==> images/layers.png <==
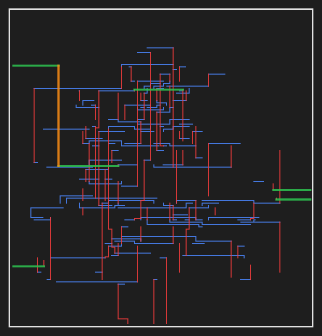
==> images/m2.png <==
Cells faint in the background.
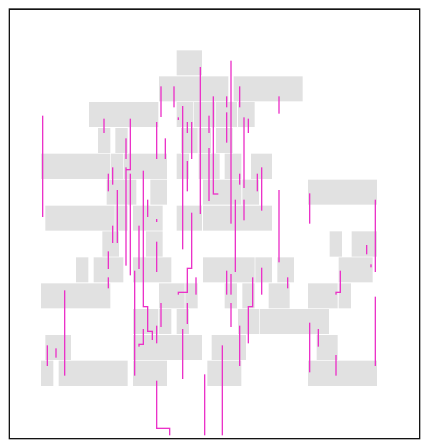
==> images/clock_wires.png <==
Scale bar: 10 um.
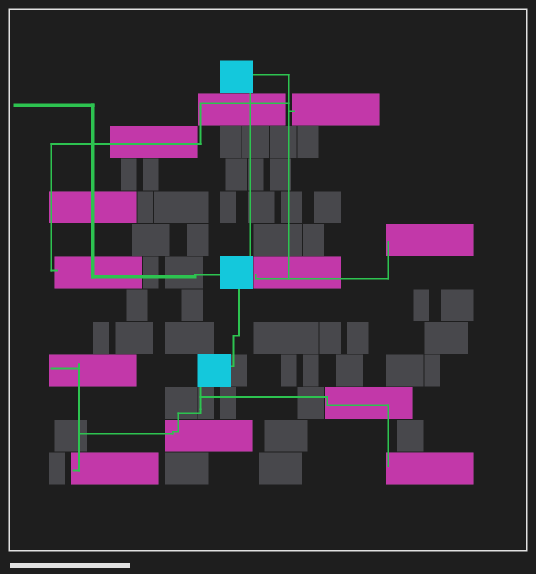
==> images/port_trees.png <==
Scale bar: 10 um.
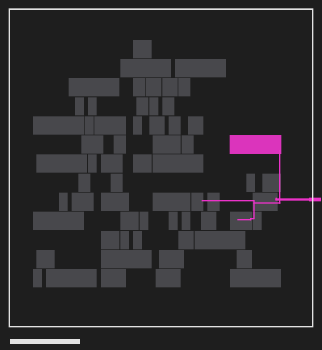
### config.mk
export PLATFORM = sky130hd
export DESIGN_NAME = input_debounce
export DESIGN_NICKNAME = d
export VERILOG_FILES = /design/src/rtl/input_debounce.sv
export SDC_FILE = /design/constraint.sdc
export NUM_CORES = 1
export LEC_CHECK = 0
export CAP_MARGIN = 20
export CORE_AREA = 3 3 40 42
export CTS_BUF_LIST = sky130_fd_sc_hd__clkbuf_4
export DETAILED_ROUTE_END_ITERATION = 7
export DIE_AREA = 0 0 43 45
export GPL_ROUTABILITY_DRIVEN = 0
export GPL_TIMING_DRIVEN = 0
export HOLD_SLACK_MARGIN = 0.06
export PLACE_DENSITY = 0.54
export SYNTH_ARGS = -nofsm -noshare
export SYNTH_HDL_FRONTEND = slang
export SYNTH_SLANG_ARGS = --single-unit
### constraint.sdc
create_clock -name clk -period 1.8 [get_ports clk]
set_clock_uncertainty 0.1 [all_clocks]
set_input_delay 0.27 -clock clk [delete_from_list [all_inputs] [get_ports clk]]
set_output_delay 0.27 -clock clk [all_outputs]
set_load 0.005 [all_outputs]
### src/rtl/input_debounce.sv
// input_debounce: 2-flop synchronizer plus counter-qualified debounce FSM (STABLE/CHECK).
// Define DEBOUNCE_EDGE_PULSE_EN to build the registered rise/fall pulse outputs; otherwise they are tied to 0.
module input_debounce #(
   parameter int STABLE_CYCLES = 4,
   parameter int CNT_W         = 8
) (
   input  logic clk,
   input  logic rst,
   input  logic din,
   output logic dout,
   output logic rise,
   output logic fall,
   output logic busy
);
   typedef enum logic {STABLE, CHECK} state_t;
   localparam logic [CNT_W-1:0] LAST = CNT_W'(STABLE_CYCLES - 1);
   state_t state, state_n;
   logic s1, s2, dout_n, diff, done;
   logic [CNT_W-1:0] cnt, cnt_n;
   assign diff = s2 ^ dout;
   assign done = diff && state == CHECK && cnt == LAST;
   always_ff @(posedge clk) begin
      if (rst) begin
         s1    <= 1'b0;
         s2    <= 1'b0;
         state <= STABLE;
         cnt   <= '0;
         dout  <= 1'b0;
      end else begin
         s1    <= din;
         s2    <= s1;
         state <= state_n;
         cnt   <= cnt_n;
         dout  <= dout_n;
      end
   end
   // A glitch back to dout or a completed qualification both return to STABLE with cnt cleared.
   always_comb begin
      state_n = (!diff || done) ? STABLE : CHECK;
      cnt_n   = (state_n == STABLE) ? '0 : (state == STABLE) ? CNT_W'(1) : cnt + 1'b1;
      dout_n  = done ? s2 : dout;
   end
   assign busy = (state == CHECK);
`ifdef DEBOUNCE_EDGE_PULSE_EN
   always_ff @(posedge clk) begin
      if (rst) begin
         rise <= 1'b0;
         fall <= 1'b0;
      end else begin
         rise <= done & s2;
         fall <= done & ~s2;
      end
   end
`else
   assign rise = 1'b0;
   assign fall = 1'b0;
`endif
endmodule

==> impl_metrics.tcl <==
# implementation run metrics
set metrics [dict create \
    status "complete, no violations" \
    final_util_pct 45.5 \
    buf_share_pct 9.42 \
    cap_violations 0 \
    synthXorXnorAreaFrac_pct 7.07 \
    placed_cell_area_sq_um 558 \
    tritoncts "built" \
    clock-sinks 12 \
    area_growth_pct 17.9 \
    num_rows 13 \
    fillCellCount 135 \
    route.detailed.drc 0 \
    clk_pin_slew_worst_paths_ps 70 \
    dr_wl_met3_um 36 \
    pg_seq_w 0.000271 \
    yosys_area_sq_um 495 \
    async_flop_share_pct 0 \
    fin_area_sq_um 584 \
    htreeDepth 1 \
    top_area_share_pct 48.5 \
    power_per_cell_area_nw_per_um2 777 \
    worstSetupEndpoint "cnt[4]" \
    worstSetupStartpoint "cnt[0]" \
    synth_adder_area_share_pct 2.53 \
    largest_class "registers" \
    die_w_um 43 \
    ys_seq_share_pct 48.5 \
    ys_cells 54 \
    fmax_ghz 0.625 \
    fin_ws_ps 200 \
    whs_ps 340 \
    flop_cell "dfxtp_1" \
    crit_chain "ha_1 > nand4bb_1 > o2111ai_2 > nor2_1" \
    met1_length_um 410 \
    power_clock_w 0.000168 \
    drt_pass1_iterations 4 \
    grt_pass1_vias 325 \
    finalHoldViolations 0 \
    drtAntennaViolNets 0 \
    ys_sh_aoi_pct 12.6 \
    p_int_w 0.000358 \
    hold_end "s2" \
    clk_share_pct 4.50 \
    synth.most_common_cell "dfxtp_1" \
    worst_setup_path_end_kind "register" \
    drive_above_1_share_pct 11.1 \
    hold_start "s1" \
    grtUsageMet1_pct 12.1 \
    dpl.cell_count 74 \
    synth_cells 54 \
]
About layers.png:
orange -> M4  # wire length 14.3 um
red -> M2  # wire length 329 um
green -> M3  # wire length 36.3 um
blue -> M1  # wire length 411 um
post-DR wirelength/cell: 10.1 um
via count: 371
Tot GR Track Use: 9.67%

About m2.png:
wire length on this layer = 329 um
nets with wire on the layer = 53
share of all routed wire = 42%
main direction = vertical
WL final: 789 um
met2 GRT Util: 13.5%

About clock_wires.png:
green -> clock wires  # length 180 um
cyan -> clock-net drivers  # count 3
magenta -> flip-flops  # count 12
flops lie = widely spread

About port_trees.png:
magenta -> dout  # bits 1, direction output, end cells 1, buffers 1, wire 28.5 um

